==> images/port_nets.png <==
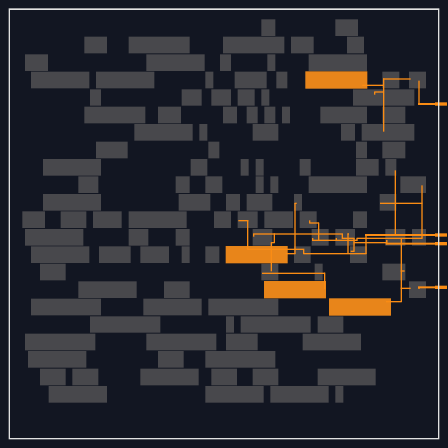
==> images/met3.png <==
The bar under the picture is 20 µm long.
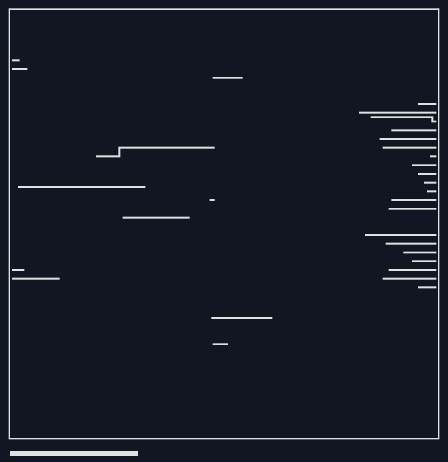
**src/rtl/qoa_pkg.sv**
```systemverilog
// -----------------------------------------------------------------------------
// qoa_pkg
// Shared definitions for the QOA decoder front end and decoder core.
//   QOA_BYTE_W / QOA_SAMPLE_W : widths of a received SPI byte and of a sample
//   sess_state_t              : SPI chip-select session state
//   TX_BIT_FIRST              : index of the first sample bit shifted out (MSB)
//   is_tx_cmd()               : byte requests transmission of the current sample
//   is_sample_cmd()           : byte carries sample payload for the decoder
// -----------------------------------------------------------------------------
`timescale 1ns/1ps

package qoa_pkg;

    localparam int QOA_BYTE_W   = 8;
    localparam int QOA_SAMPLE_W = 16;

    localparam logic [3:0] TX_BIT_FIRST = 4'hF;

    typedef enum logic {
        SESS_IDLE   = 1'b0,
        SESS_ACTIVE = 1'b1
    } sess_state_t;

    function automatic logic is_tx_cmd(input logic [QOA_BYTE_W-1:0] cmd_byte);
        return cmd_byte[7] & ~cmd_byte[0];
    endfunction

    function automatic logic is_sample_cmd(input logic [QOA_BYTE_W-1:0] cmd_byte);
        return cmd_byte[0];
    endfunction

endpackage

```
**src/rtl/qoa_sync_edge.sv**
```systemverilog
// -----------------------------------------------------------------------------
// qoa_sync_edge
// Brings one asynchronous pin into the sys_clk domain through SYNC_STAGES
// flops, keeps one history flop behind the synchronized copy and reports
// single-cycle rise/fall pulses on it.
//   SYNC_STAGES : synchronizer depth (2..3)
//   RST_VAL     : idle level of the pin; all flops reset to it so that no
//                 spurious edge appears when reset is released
// Ports:
//   sys_clk, sys_rst_n : clock, asynchronous active-low reset
//   pin_raw            : asynchronous input pin
//   level              : synchronized pin level
//   rise, fall         : one-cycle pulses on synchronized level transitions
// -----------------------------------------------------------------------------
`timescale 1ns/1ps

module qoa_sync_edge #(
    parameter int   SYNC_STAGES = 2,
    parameter logic RST_VAL     = 1'b0
) (
    input  logic sys_clk,
    input  logic sys_rst_n,
    input  logic pin_raw,
    output logic level,
    output logic rise,
    output logic fall
);

    logic [SYNC_STAGES-1:0] sync_q;
    logic                   hist_q;

    always_ff @(posedge sys_clk or negedge sys_rst_n) begin
        if (!sys_rst_n) begin
            sync_q <= {SYNC_STAGES{RST_VAL}};
            hist_q <= RST_VAL;
        end else begin
            sync_q <= {sync_q[SYNC_STAGES-2:0], pin_raw};
            hist_q <= sync_q[SYNC_STAGES-1];
        end
    end

    assign level = sync_q[SYNC_STAGES-1];
    assign rise  = level & ~hist_q;
    assign fall  = ~level & hist_q;

endmodule

```
**src/rtl/qoa_spi_slave.sv**
```systemverilog
// -----------------------------------------------------------------------------
// qoa_spi_slave
// SPI mode-0 slave front end for the QOA decoder. Synchronizes the SPI pins,
// assembles MOSI bits into bytes and, after a TX command byte, shifts the
// decoder's 16-bit sample word out on MISO, MSB first.
// Ports:
//   sys_clk, sys_rst_n : system clock, asynchronous active-low reset
//   spi_sclk, spi_cs_n, spi_mosi : raw SPI pins (asynchronous)
//   spi_miso    : registered serial output, changes on synced SCLK falls
//   tx_word     : sample word to transmit (decoder spi_out)
//   data_rdy    : one-cycle strobe, spi_in holds a freshly completed byte
//   spi_in      : last received byte, held until the next one completes
//   spi_out_bit : index of the tx_word bit to be driven on the next fall
// -----------------------------------------------------------------------------
`timescale 1ns/1ps

module qoa_spi_slave
    import qoa_pkg::*;
#(
    parameter int SYNC_STAGES = 2
) (
    input  logic                    sys_clk,
    input  logic                    sys_rst_n,
    input  logic                    spi_sclk,
    input  logic                    spi_cs_n,
    input  logic                    spi_mosi,
    output logic                    spi_miso,
    input  logic [QOA_SAMPLE_W-1:0] tx_word,
    output logic                    data_rdy,
    output logic [QOA_BYTE_W-1:0]   spi_in,
    output logic [3:0]              spi_out_bit
);

    logic sclk_lvl, sclk_rise, sclk_fall;
    logic cs_lvl, cs_rise, cs_fall;
    logic mosi_s, mosi_rise, mosi_fall;

    // All three pins share the same depth so MOSI is aligned to its SCLK edge.
    qoa_sync_edge #(.SYNC_STAGES(SYNC_STAGES), .RST_VAL(1'b0)) u_sync_sclk (
        .sys_clk   (sys_clk),
        .sys_rst_n (sys_rst_n),
        .pin_raw   (spi_sclk),
        .level     (sclk_lvl),
        .rise      (sclk_rise),
        .fall      (sclk_fall)
    );

    qoa_sync_edge #(.SYNC_STAGES(SYNC_STAGES), .RST_VAL(1'b1)) u_sync_cs (
        .sys_clk   (sys_clk),
        .sys_rst_n (sys_rst_n),
        .pin_raw   (spi_cs_n),
        .level     (cs_lvl),
        .rise      (cs_rise),
        .fall      (cs_fall)
    );

    qoa_sync_edge #(.SYNC_STAGES(SYNC_STAGES), .RST_VAL(1'b0)) u_sync_mosi (
        .sys_clk   (sys_clk),
        .sys_rst_n (sys_rst_n),
        .pin_raw   (spi_mosi),
        .level     (mosi_s),
        .rise      (mosi_rise),
        .fall      (mosi_fall)
    );

    logic unused_sync;
    assign unused_sync = sclk_lvl | cs_lvl | mosi_rise | mosi_fall;

    sess_state_t             state;
    logic [2:0]              bit_cnt;
    logic                    tx_active;
    logic [QOA_BYTE_W-2:0]   shreg;
    logic [QOA_BYTE_W-1:0]   rx_byte;

    // Byte as it stands once the current MOSI sample is shifted in.
    assign rx_byte = {shreg, mosi_s};

    logic shift_en;
    assign shift_en = (state == SESS_ACTIVE) && !cs_rise && sclk_rise;

    // Shift register is pure data: every byte overwrites all seven bits
    // before it is used, so it needs no reset.
    always_ff @(posedge sys_clk) begin
        if (shift_en) begin
            shreg <= rx_byte[QOA_BYTE_W-2:0];
        end
    end

    always_ff @(posedge sys_clk or negedge sys_rst_n) begin
        if (!sys_rst_n) begin
            state       <= SESS_IDLE;
            bit_cnt     <= 3'd0;
            tx_active   <= 1'b0;
            spi_in      <= '0;
            data_rdy    <= 1'b0;
            spi_miso    <= 1'b0;
            spi_out_bit <= TX_BIT_FIRST;
        end else begin
            data_rdy <= 1'b0;
            case (state)
                SESS_IDLE: begin
                    // SCLK activity is ignored until chip select asserts.
                    if (cs_fall) begin
                        state       <= SESS_ACTIVE;
                        bit_cnt     <= 3'd0;
                        tx_active   <= 1'b0;
                        spi_out_bit <= TX_BIT_FIRST;
                    end
                end
                SESS_ACTIVE: begin
                    if (cs_rise) begin
                        // Session aborted: drop any partial byte or frame,
                        // spi_in keeps the last complete byte.
                        state       <= SESS_IDLE;
                        bit_cnt     <= 3'd0;
                        tx_active   <= 1'b0;
                        spi_out_bit <= TX_BIT_FIRST;
                        spi_miso    <= 1'b0;
                    end else begin
                        if (sclk_rise) begin
                            bit_cnt <= bit_cnt + 3'd1;
                            if (bit_cnt == 3'd7) begin
                                spi_in   <= rx_byte;
                                data_rdy <= 1'b1;
                                // A TX command also restarts a running frame.
                                if (is_tx_cmd(rx_byte)) begin
                                    tx_active   <= 1'b1;
                                    spi_out_bit <= TX_BIT_FIRST;
                                end
                            end
                        end
                        // Rise and fall of the same synced SCLK are never
                        // simultaneous, so the RX and TX updates do not collide.
                        if (sclk_fall) begin
                            if (tx_active) begin
                                spi_miso <= tx_word[spi_out_bit];
                                if (spi_out_bit == 4'd0) begin
                                    tx_active   <= 1'b0;
                                    spi_out_bit <= TX_BIT_FIRST;
                                end else begin
                                    spi_out_bit <= spi_out_bit - 4'd1;
                                end
                            end else begin
                                spi_miso <= 1'b0;
                            end
                        end
                    end
                end
                default: begin
                    state <= SESS_IDLE;
                end
            endcase
        end
    end

endmodule

```
**config.mk**
```make
export PLATFORM = sky130hd
export DESIGN_NAME = qoa_spi_slave
export DESIGN_NICKNAME = d
export VERILOG_FILES = /design/src/rtl/qoa_pkg.sv /design/src/rtl/qoa_sync_edge.sv /design/src/rtl/qoa_spi_slave.sv
export SDC_FILE = /design/constraint.sdc
export NUM_CORES = 1
export LEC_CHECK = 0
export ABC_AREA = 0
export ABC_CLOCK_PERIOD_IN_PS = 1950
export CELL_PAD_IN_SITES_DETAIL_PLACEMENT = 1
export CELL_PAD_IN_SITES_GLOBAL_PLACEMENT = 1
export CORE_UTILIZATION = 35
export CTS_BUF_LIST = sky130_fd_sc_hd__clkbuf_8
export DETAILED_ROUTE_END_ITERATION = 10
export DONT_BUFFER_PORTS = 1
export HOLD_SLACK_MARGIN = 0.12
export PLACE_DENSITY_LB_ADDON = 0.1
export SLEW_MARGIN = 20
export SYNTH_ARGS = -nofsm -noshare
export SYNTH_HDL_FRONTEND = slang
export SYNTH_SLANG_ARGS = --single-unit
```
**constraint.sdc**
```tcl
create_clock -name sys_clk -period 1.95 [get_ports sys_clk]
set_clock_uncertainty 0.1 [all_clocks]
set_input_delay 0.2925 -clock sys_clk [delete_from_list [all_inputs] [get_ports sys_clk]]
set_output_delay 0.2925 -clock sys_clk [all_outputs]
set_load 0.05 [all_outputs]
```
==> impl_metrics.env <==
# implementation run metrics
export IMPL_drtIter0Drc=32
export IMPL_setup_viol=0
export IMPL_antenna_found_initial=0
export IMPL_path_buffers=0
export IMPL_buffers=12
export IMPL_first_global_vias=956
export IMPL_seq_cells=34
export IMPL_via_per_inst=5.257
export IMPL_post_place_cells=158
export IMPL_synth_area_leader_cell="dfrtp_1"
export IMPL_p_int_mw=1.103
export IMPL_cts_hold_buf=5
export IMPL_area_leaders="dfrtp_1, edfxtp_1, dfstp_2"
export IMPL_switching_share_pct=26.22
export IMPL_ys_area_um2=1464
export IMPL_post_cts_setup_buffers=0
export IMPL_firstDrtPassIters=4
export IMPL_synth_most_common_cell="dfrtp_1"
export IMPL_hpwl_um=1993
export IMPL_fp_dieH_um=66.67
export IMPL_grt_ovfl_total=0
export IMPL_power_leakage_nw=0.7566
export IMPL_slowest_stage="dfstp_2"
export IMPL_crit_type="reg -> reg"
export IMPL_startpoint_type="flop"
export IMPL_edf_count=7
export IMPL_async_reset_ff_share_pct=79.41
export IMPL_crit_family="multiplexers"
export IMPL_ys_seq_share_pct=61.11
export IMPL_worst_slew_margin_rel_pct=64.08
export IMPL_initial_utilization_pct=36.60
export IMPL_timing_fmax_mhz=550.2
export IMPL_tap_cells=50
export IMPL_clkLatencyLatePin_ns=0.29
export IMPL_synth_warnings=0
export IMPL_endpoint="spi_miso"
export IMPL_ys_flops=34
export IMPL_p_clk_mw=0.499
export IMPL_placed_area_um2=1551
export IMPL_pwr_share_comb_pct=13.3
export IMPL_synth_avg_cell_area_um2=14.08
export IMPL_cts_tree="yes"
export IMPL_fillCellCount=414
export IMPL_power_leader="registers"
export IMPL_yosysTopAreaCellShare_pct=34.19
export IMPL_cp_max_fo=4
export IMPL_hold_viol_final=0
export IMPL_worst_r2r_endpoint="spi_miso"
export IMPL_clock_root_buffer="clkbuf_8"
export IMPL_seq_share_pct=52.73
export IMPL_rsz0062_at_grt="false"
export IMPL_grt_first_pass_wirelength_um=4629
export IMPL_top_area_cell_class="flip-flops and latches"
export IMPL_power_share_clock_pct=33.4
export IMPL_place_congestion=0.7349
export IMPL_final_cells=171
export IMPL_r2r_slack_ns=0.13
export IMPL_area_growth_syn_to_layout_pct=15.90
export IMPL_reg2reg_depth=4
export IMPL_comb_cell_power_mw=0.199
export IMPL_yosys_cells=104
export IMPL_finalCritPeriodShare_pct=93.21
export IMPL_finalWorstPathRequiredPeriod_ns=1.818
export IMPL_clkbuf_count=5
export IMPL_clkCellAreaFrac_pct=5.015
export IMPL_finalMaxSlewViolations=0
export IMPL_clockBufferDepth=2
export IMPL_min_path_type="in -> reg"
export IMPL_status="finished, final reports clean"
export IMPL_regArea_um2=894.6
export IMPL_comb_area_um2=523.0
export IMPL_comb_area_share_pct=30.83
export IMPL_synthesis_area_um2=1464
export IMPL_cp_arrival_ns=1.89
export IMPL_hold_path_startpoint="tx_word[6]"
export IMPL_nMultiInputCombCells=62
export IMPL_grt_usage_pct=14.68
export IMPL_grt_max_degree=28
export IMPL_tightest_slew_ns=0.5388
export IMPL_cpPeakStageDelay_ns=0.57
export IMPL_wl_per_cell_um=16.53
export IMPL_clock_sinks=34
export IMPL_syn_nets=128
export IMPL_core_area_um2=4000
export IMPL_buffer_area_share_pct=6.637
export IMPL_ctsHtreeMaxLevel=2
export IMPL_die_area_um2=4445
export IMPL_peakVddDrop_mv=0.3826
export IMPL_common_cells="dfrtp_1, mux2_2, dfstp_2, edfxtp_1"
export IMPL_finish_instance_area_um2=1697
Back to the opening pictures, port_nets.png:
port	colour	direction	edge	end cells	wire
spi_out_bit	orange	output	right	4	189 µm
IO Pins: 35
# port buffers: 0

Back to the opening pictures, met3.png:
nets with wire on the layer	26
main direction	horizontal
met3 Resource Use GR: 4.966%
via count: 899
final WL: 2826 µm

-- sequential cells by signal (all words and copies together) (netlist names) --
name                cells
u_sync_sclk.sync_q      2
shreg                   7
spi_in                  8
state                   1
u_sync_mosi.sync_q      2
u_sync_cs.sync_q        2
tx_active               1
u_sync_sclk.hist_q      1
u_sync_cs.hist_q        1
data_rdy                1
spi_miso                1
bit_cnt                 3
spi_out_bit             4
-- metrics by stage --
stage          setup WS (ns)  hold slack (ns)  utilization [%]
4_1_cts               0.1222           0.2030            42.41
5_1_grt              0.06073           0.2386            42.41
3_5_place_dp          0.1277          -0.1026            38.79
3_3_place_gp          0.1563          -0.1026            38.79
2_1_floorplan       -0.05519          -0.1031                -
6_report              0.1323           0.2040            42.41
-- cell families (layout without fill, tap and decap cells) --
kind of cell	after synthesis	count (layout)	synth area share, %
and+or+nand+nor	24	24	9.232
DFF	34	34	61.11
muxes	15	15	13.08
AOI/OAI and AO/OA	19	19	10.17
adders and majority gates	4	4	3.248
buffers and inverters	8	25	3.162
-- cells in the final DEF, fill, tap and decap left out, types with 2 or more instances in the layout --
master         count
nor2_1             3
a2bb2oi_1          2
nand2_1            5
dfrtp_1           20
buf_4              7
a21oi_1            3
or3_1              2
o21ai_0            2
mux2_2            10
dfstp_2            7
mux2i_1            3
nand3_1            2
inv_1              5
dlygate4sd3_1      4
clkbuf_8           5
ha_1               3
nand2b_1           2
edfxtp_1           7
a22o_1             2
-- routing by layer --
| layer | global-route usage, % | up-vias | part of all wire [%] |
|---|---|---|---|
| met4 | 7.181 | 0 | 2.2 |
| li1 | - | 416 | - |
| met2 | 22.22 | 33 | 46 |
| met1 | 18.58 | 444 | 45 |
| met5 | 0 | - | 0 |
| met3 | 4.966 | 6 | 6.8 |
